### config.mk
export PLATFORM = sky130hd
export DESIGN_NAME = decimal_key_debouncer_flat
export DESIGN_NICKNAME = d
export VERILOG_FILES = /design/src/rtl/decimal_key_debouncer_if.sv /design/src/rtl/decimal_key_debouncer.sv /design/src/flat_wrapper.sv
export SDC_FILE = /design/constraint.sdc
export NUM_CORES = 1
export LEC_CHECK = 0
export ABC_AREA = 1
export CORE_UTILIZATION = 40
export CTS_BUF_LIST = sky130_fd_sc_hd__clkbuf_8
export DETAILED_ROUTE_END_ITERATION = 16
export GPL_TIMING_DRIVEN = 0
export PLACE_DENSITY = 0.71
export SYNTH_ARGS = -nofsm -noshare
export SYNTH_HDL_FRONTEND = slang
export SYNTH_SLANG_ARGS = --single-unit
### constraint.sdc
create_clock -name clk -period 1.8 [get_ports clk]
set_clock_uncertainty 0.15 [all_clocks]
set_input_delay 0.27 -clock clk [delete_from_list [all_inputs] [get_ports clk]]
set_output_delay 0.27 -clock clk [all_outputs]
set_load 0.01 [all_outputs]
### src/rtl/decimal_key_debouncer_if.sv
// Key front-end bundle: raw button lines in, debounced one-hot key and strobes out.
interface decimal_key_debouncer_if;
  logic [9:0] key_raw;
  logic [9:0] key_onehot;
  logic       key_valid;
  logic       multi_err;
  logic       busy;

  modport master (
    output key_raw,
    input  key_onehot, key_valid, multi_err, busy
  );

  modport slave (
    input  key_raw,
    output key_onehot, key_valid, multi_err, busy
  );
endinterface

### src/rtl/decimal_key_debouncer.sv
// Synchronises and debounces ten digit keys, forwarding only single-key presses.
// Define KEY_REPEAT_EN to add auto-repeat strobes while a key stays held.
module decimal_key_debouncer #(
  parameter int DEBOUNCE_CYCLES = 16,
  parameter int REPEAT_DELAY    = 64,
  parameter int REPEAT_RATE     = 16
) (
  input  logic                    clk,
  input  logic                    rst_n,
  decimal_key_debouncer_if.slave  kif
);

  localparam int MAX_DR  = (DEBOUNCE_CYCLES > REPEAT_DELAY) ? DEBOUNCE_CYCLES : REPEAT_DELAY;
  localparam int CNT_MAX = (MAX_DR > REPEAT_RATE) ? MAX_DR : REPEAT_RATE;
  localparam int CW      = $clog2(CNT_MAX + 1);

  localparam logic [CW-1:0] DB_LAST = CW'(DEBOUNCE_CYCLES - 1);
`ifdef KEY_REPEAT_EN
  localparam logic [CW-1:0] RD_LAST = CW'(REPEAT_DELAY - 1);
  localparam logic [CW-1:0] RR_LAST = CW'(REPEAT_RATE - 1);
`endif

  typedef enum logic [1:0] {
    IDLE,
    DEBOUNCE,
    PRESSED,
    RELEASE
  } state_t;

  state_t        state_reg, state_next;
  logic [9:0]    sync1_reg;
  logic [9:0]    s_reg;
  logic [9:0]    cand_reg, cand_next;
  logic [CW-1:0] cnt_reg, cnt_next;
  logic [9:0]    onehot_reg, onehot_next;
  logic          valid_reg, valid_next;
  logic          err_reg, err_next;
  logic          busy_reg;
  logic          cand_is_onehot;
`ifdef KEY_REPEAT_EN
  logic          rpt_first_reg, rpt_first_next;
`endif

  // Clearing the lowest set bit leaves zero only for a single-bit pattern.
  assign cand_is_onehot = (cand_reg != 10'd0) && ((cand_reg & (cand_reg - 10'd1)) == 10'd0);

  always_ff @(posedge clk or negedge rst_n) begin
    if (!rst_n) begin
      sync1_reg  <= '0;
      s_reg      <= '0;
      state_reg  <= IDLE;
      cand_reg   <= '0;
      cnt_reg    <= '0;
      onehot_reg <= '0;
      valid_reg  <= 1'b0;
      err_reg    <= 1'b0;
      busy_reg   <= 1'b0;
`ifdef KEY_REPEAT_EN
      rpt_first_reg <= 1'b0;
`endif
    end else begin
      sync1_reg  <= kif.key_raw;
      s_reg      <= sync1_reg;
      state_reg  <= state_next;
      cand_reg   <= cand_next;
      cnt_reg    <= cnt_next;
      onehot_reg <= onehot_next;
      valid_reg  <= valid_next;
      err_reg    <= err_next;
      busy_reg   <= (state_reg != IDLE);
`ifdef KEY_REPEAT_EN
      rpt_first_reg <= rpt_first_next;
`endif
    end
  end

  always_comb begin
    state_next  = state_reg;
    cand_next   = cand_reg;
    cnt_next    = cnt_reg;
    onehot_next = onehot_reg;
    valid_next  = 1'b0;
    err_next    = 1'b0;
`ifdef KEY_REPEAT_EN
    rpt_first_next = rpt_first_reg;
`endif
    case (state_reg)
      IDLE: begin
        if (s_reg != 10'd0) begin
          cand_next  = s_reg;
          cnt_next   = '0;
          state_next = DEBOUNCE;
        end
      end
      DEBOUNCE: begin
        if (s_reg == 10'd0) begin
          state_next = IDLE;
        end else if (s_reg != cand_reg) begin
          cand_next = s_reg;
          cnt_next  = '0;
        end else if (cnt_reg == DB_LAST) begin
          // cnt restarts here so the repeat timer runs from the accept edge.
          cnt_next = '0;
          if (cand_is_onehot) begin
            onehot_next = cand_reg;
            valid_next  = 1'b1;
            state_next  = PRESSED;
`ifdef KEY_REPEAT_EN
            rpt_first_next = 1'b1;
`endif
          end else begin
            err_next   = 1'b1;
            state_next = RELEASE;
          end
        end else begin
          cnt_next = cnt_reg + 1'b1;
        end
      end
      PRESSED: begin
        if (s_reg != onehot_reg) begin
          cnt_next   = '0;
          state_next = RELEASE;
        end
`ifdef KEY_REPEAT_EN
        else if (cnt_reg == (rpt_first_reg ? RD_LAST : RR_LAST)) begin
          valid_next     = 1'b1;
          cnt_next       = '0;
          rpt_first_next = 1'b0;
        end else begin
          cnt_next = cnt_reg + 1'b1;
        end
`endif
      end
      RELEASE: begin
        // Every key must be up and stable before anything new is accepted.
        if (s_reg != 10'd0) begin
          cnt_next = '0;
        end else if (cnt_reg == DB_LAST) begin
          cnt_next    = '0;
          onehot_next = '0;
          state_next  = IDLE;
        end else begin
          cnt_next = cnt_reg + 1'b1;
        end
      end
      default: state_next = IDLE;
    endcase
  end

  assign kif.key_onehot = onehot_reg;
  assign kif.key_valid  = valid_reg;
  assign kif.multi_err  = err_reg;
  assign kif.busy       = busy_reg;

endmodule

### src/flat_wrapper.sv
// flat-port wrapper written by rule: the top's interface ports become plain ports
module decimal_key_debouncer_flat 
#(
  parameter int DEBOUNCE_CYCLES = 16,
  parameter int REPEAT_DELAY    = 64,
  parameter int REPEAT_RATE     = 16
)
  (clk, rst_n, kif_key_raw, kif_key_onehot, kif_key_valid, kif_multi_err, kif_busy);
  decimal_key_debouncer_if kif_i ();
  input  logic clk;
  input  logic rst_n;
  input wire logic [$bits(kif_i.key_raw)-1:0] kif_key_raw;
  output wire logic [$bits(kif_i.key_onehot)-1:0] kif_key_onehot;
  output wire logic [$bits(kif_i.key_valid)-1:0] kif_key_valid;
  output wire logic [$bits(kif_i.multi_err)-1:0] kif_multi_err;
  output wire logic [$bits(kif_i.busy)-1:0] kif_busy;
  assign kif_i.key_raw = kif_key_raw;
  assign kif_key_onehot = kif_i.key_onehot;
  assign kif_key_valid = kif_i.key_valid;
  assign kif_multi_err = kif_i.multi_err;
  assign kif_busy = kif_i.busy;
  decimal_key_debouncer #(.DEBOUNCE_CYCLES(DEBOUNCE_CYCLES), .REPEAT_DELAY(REPEAT_DELAY), .REPEAT_RATE(REPEAT_RATE)) u_core (.clk(clk), .rst_n(rst_n), .kif(kif_i));
endmodule
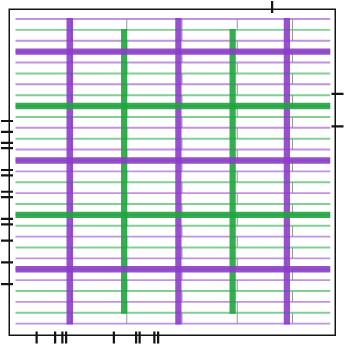
(run_1/floorplan.png)
Drawn at 4 px/um. Pins as bars on the die edge. Tap cells in gray.
[purple] VSS
[green] VDD
met5 straps: 5
rows: 28
met1 rails: 29
tap cells: 75
Die Y: 81.1 um
core footprint: 5990 um2
peak supply drop: 0.000782 V
Die Wd: 81.1 um

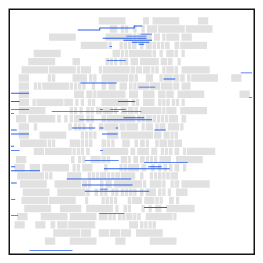
(run_1/m3.png)
Drawn at 3 px/um. Cells faint in the background.
wire length on this layer: 364 um
longest straight run: 23.9 um
main direction: horizontal
share of all routed wire: 6.1%
nets with wire on the layer: 38
Detailed Route WL: 6020 um
vias: 2286
GR Util met3: 3.48%

==> impl_metrics.py, run 1 <==
# Generated from Yosys and OpenROAD reports
metrics = {
    "synthesis": {
        "syn_inst": 325,
        "synth_nets": 338,
        "simple_gate_share_pct": 32.7,
        "flop_cell": "dfrtp_1",
        "adder_share_pct": 0.500,
        "ys.flops": 52,
        "top_logic_kind": "simple AND/OR/NAND/NOR gates",
        "mux_area_share_pct": 0,
        "edf_count": 0,
        "ys_sh_xor_pct": 1.05,
        "ys_seq_share_pct": 51.9,
        "yosysWarnings": 0,
        "synthAoiAreaFrac_pct": 5.49,
        "avgSynthCellArea_um2": 7.71,
        "ys_types": 29,
        "syn_area_um2": 2500,
    },
    "worst_setup_path": {
        "cp_max_fo": 5,
        "path_delay_family": "simple AND/OR/NAND/NOR gates",
        "worstSetupPathType": "reg -> reg",
        "end_kind": "flip-flop",
        "r2r_slack_ns": -0.17,
        "cp.buffers_inverters": 2,
        "arrival_ns": 2.08,
        "cp-startpoint": "u_core.cand_reg[8]$_DFFE_PN0P_",
        "r2r-end": "u_core.kif.key_onehot[6]$_DFFE_PN0P_",
        "worst-r2r-cell-count": 13,
        "endpoint": "u_core.kif.key_onehot[6]$_DFFE_PN0P_",
        "cpMaxStageDelayCell": "dfrtp_1",
        "crit_required_ns": 1.90,
        "start_kind": "flip-flop",
    },
    "timing": {
        "max_slew.worst_pin.slew_ns": 0.486,
        "clock.fmax_mhz": 507,
        "setup_violations": 20,
        "finalWorstSetupSlack_ns": -0.171,
        "fin_hold_ws_ns": 0.199,
        "relSlewSlack_pct": 67.6,
    },
    "clocking": {
        "clk_latency_ns": 0.32,
        "cts_hold_buf": 1,
        "clk_pin_slew_worst_paths_ns": 0.11,
        "cts-buffers-inserted": 5,
        "cts_max_path_buffers": 2,
    },
    "die": {
        "fp_util_pct": 41.8,
        "ios": 25,
        "std_cell_rows": 28,
        "taps": 75,
    },
    "drt": {
        "drc": 0,
        "vias_per_cell": 5.09,
        "drt-initial-drc-count": 158,
        "drt_pass1_iterations": 5,
        "final_antenna_net_count": 0,
    },
    "global_route": {
        "grtUsageTotal_pct": 19.0,
        "grt_overflow": 0,
    },
    "placed_design": {
        "finalWeightedCongestion": 0.862,
        "preCtsSetupSlack_ns": -0.237,
        "hpwl_um": 3850,
    },
    "pwr": {
        "internal_power_mw": 2.71,
        "power-top-group": "combinational logic",
        "p_seq_mw": 1.74,
        "pwr-share-clk_pct": 17.8,
        "power.switching_mw": 1.91,
        "p_comb_share_pct": 44.6,
        "p_clk_uw": 822,
        "swShare_pct": 41.4,
    },
    "cells_and_area": {
        "nFillCells": 529,
        "seq_cells": 52,
        "nMultiInputCombCells": 222,
        "layout_top_cell": "nand2_1",
        "flop_area_um2": 1310,
        "final_util_pct": 54.8,
        "seq_area_share_pct": 40.0,
        "syn_to_final_growth_pct": 31.0,
        "layout-drive-gt1-share_pct": 22.7,
    },
    "run_status": {
        "violations": "negative setup slack",
        "status": "finished with violations",
    },
    "hold_path": {
        "hold_class": "reg -> reg",
        "hold_depth": 0,
    },
    "run": {
        "drv_cap": 0,
        "tool_warnings": 28,
    },
}
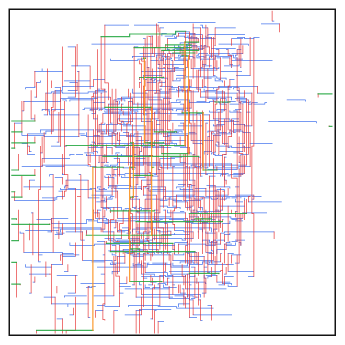
(run_1/layers.png)
Drawn at 4 px/um.
[blue] M1 | wire length: 2510 um
[orange] M4 | wire length: 201 um
[red] M2 | wire length: 2950 um
[green] M3 | wire length: 364 um

==> run 1: layer usage <==
layer	track usage [%]	up-vias	part of all wire [%]
met1	23.8	1097	42
li1	-	1098	-
met4	8.93	0	3.3
met3	3.48	18	6.0
met5	0	-	0
met2	31.8	73	49
==> run 1: metrics by stage <==
stage | std cells | instance area, um2 | TNS (ns)
floorplan | 325 | 2500 | 0
global placement | 424 | 2840 | -63.21
detailed placement | 425 | 2850 | -2.82
CTS | 439 | 3090 | -0.393
global route | 449 | 3280 | -3.75
finish | 449 | 3280 | -1.90
==> run 1: worst register-to-register path: cells and delay by family (launching register included) <==
family | cells | cell delay (ns)
AND/OR/NAND/NOR | 11 | 1.12
buffers and inverters | 2 | 0.23
flip-flops | 1 | 0.43
## Run 2: what changed since run 1
--- a/config.mk
+++ b/config.mk
@@ -10,6 +10,7 @@
 export CTS_BUF_LIST = sky130_fd_sc_hd__clkbuf_8
 export DETAILED_ROUTE_END_ITERATION = 16
 export GPL_TIMING_DRIVEN = 0
+export HOLD_SLACK_MARGIN = 0.12
 export PLACE_DENSITY = 0.71
 export SYNTH_ARGS = -nofsm -noshare
 export SYNTH_HDL_FRONTEND = slang
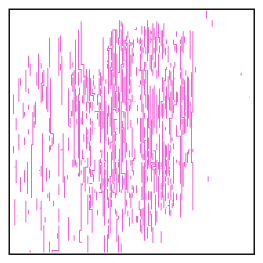
(run_2/m2.png)
Drawn at 3 px/um.
longest straight run: 32.0 um
main direction: vertical
wire length on this layer: 2950 um
nets with wire on the layer: 317
GR Layer Usage met2: 31.8%

==> run 2 against run 1 <==
The run still ends with negative setup slack left. Via count unchanged. Count of clock-buffer cells in the layout unchanged. Critical path depth unchanged. Hold slack unchanged.
==> impl_metrics.py, run 2 <==
# Generated from Yosys and OpenROAD reports
metrics = {
    "placed_design": {
        "finalWeightedCongestion": 0.862,
        "hpwl_um": 3850,
        "placedInstanceArea_um2": 2850,
        "preCtsSetupSlack_ns": -0.237,
        "place_inst": 425,
    },
    "synthesis": {
        "ys.flops": 52,
        "syn_inst": 325,
        "edf_count": 0,
        "synthAoiAreaFrac_pct": 5.49,
        "top_logic_kind": "simple AND/OR/NAND/NOR gates",
        "ys_types": 29,
        "flop_cell": "dfrtp_1",
        "avgSynthCellArea_um2": 7.71,
        "yosysWarnings": 0,
        "yosys.area.top_type": "dfrtp_1",
        "synth_nets": 338,
        "mux_area_share_pct": 0,
        "ys_sh_xor_pct": 1.05,
        "syn_area_um2": 2500,
        "adder_share_pct": 0.500,
    },
    "worst_setup_path": {
        "worst-r2r-cell-count": 13,
        "endpoint": "u_core.kif.key_onehot[6]$_DFFE_PN0P_",
        "r2r-end": "u_core.kif.key_onehot[6]$_DFFE_PN0P_",
        "arrival_ns": 2.08,
        "cp.buffers_inverters": 2,
        "cpMaxStageDelayCell": "dfrtp_1",
        "cp_max_fo": 5,
        "r2r_slack_ns": -0.17,
        "path_delay_family": "simple AND/OR/NAND/NOR gates",
        "worstSetupPathType": "reg -> reg",
        "end_kind": "flip-flop",
        "crit_required_ns": 1.90,
        "cp-startpoint": "u_core.cand_reg[8]$_DFFE_PN0P_",
    },
    "hold_path": {
        "hold_class": "reg -> reg",
        "hold_depth": 0,
    },
    "pwr": {
        "power.switching_mw": 1.91,
        "pwr-share-clk_pct": 17.8,
        "ir_drop_v": 0.000782,
        "p_comb_share_pct": 44.6,
        "internal_power_mw": 2.71,
    },
    "timing": {
        "clock.fmax_mhz": 507,
        "finalWorstSetupSlack_ns": -0.171,
        "max_slew.worst_pin.slew_ns": 0.486,
        "relSlewSlack_pct": 67.6,
        "setup_violations": 20,
        "final_max_slew_viol_count": 0,
        "fin_hold_ws_ns": 0.199,
    },
    "cells_and_area": {
        "final_cell_count_no_fill": 449,
        "final_util_pct": 54.8,
        "syn_to_final_growth_pct": 31.0,
        "nMultiInputCombCells": 222,
        "flop_area_um2": 1310,
        "seq_cells": 52,
        "layout-drive-gt1-share_pct": 22.7,
        "layout_top_cell": "nand2_1",
        "seq_area_share_pct": 40.0,
        "lay_top_cells": "nand2_1 (107), dfrtp_1 (44), inv_1 (37)",
        "post-route-cell-area_um2": 3280,
    },
    "global_route": {
        "grt_first_pass_wirelength_um": 9220,
        "grt_max_degree": 37,
        "grt_overflow": 0,
        "grtUsageTotal_pct": 19.0,
    },
    "clocking": {
        "cts_max_path_buffers": 2,
        "clk_latency_ns": 0.32,
        "cts-buffers-inserted": 5,
        "clk_pin_slew_worst_paths_ns": 0.11,
        "cts_hold_buf": 1,
    },
    "die": {
        "taps": 75,
        "fp_util_pct": 41.8,
        "std_cell_rows": 28,
        "core_region_area_um2": 5990,
        "die_w_um": 81.1,
        "ios": 25,
    },
    "drt": {
        "drt_pass1_iterations": 5,
        "wirelength_um": 6020,
        "drc": 0,
        "vias_per_cell": 5.09,
        "vias": 2286,
        "drt-initial-drc-count": 158,
        "final_antenna_net_count": 0,
    },
    "run": {
        "tool_warnings": 28,
        "drv_cap": 0,
    },
    "run_status": {
        "violations": "negative setup slack",
        "status": "finished with violations",
    },
}
==> run 2: routing by layer <==
| layer | share of wire [%] | track usage [%] | vias to the layer above |
|---|---|---|---|
| li1 | - | - | 1098 |
| met1 | 42 | 23.8 | 1097 |
| met2 | 49 | 31.8 | 73 |
| met3 | 6.0 | 3.48 | 18 |
| met4 | 3.3 | 8.93 | 0 |
| met5 | 0 | 0 | - |
==> run 2: power groups by stage <==
stage / Clock, mW / Sequential (mW) / Combinational [mW]
3_3_place_gp: 0 / 1.71 / 1.56
5_1_grt: 0.861 / 1.78 / 2.27
3_5_place_dp: 0 / 1.72 / 1.60
6_report: 0.822 / 1.74 / 2.06
4_1_cts: 0.823 / 1.72 / 1.79
2_1_floorplan: 0 / 1.70 / 1.07
Power is estimated from default activity; no workload was simulated.
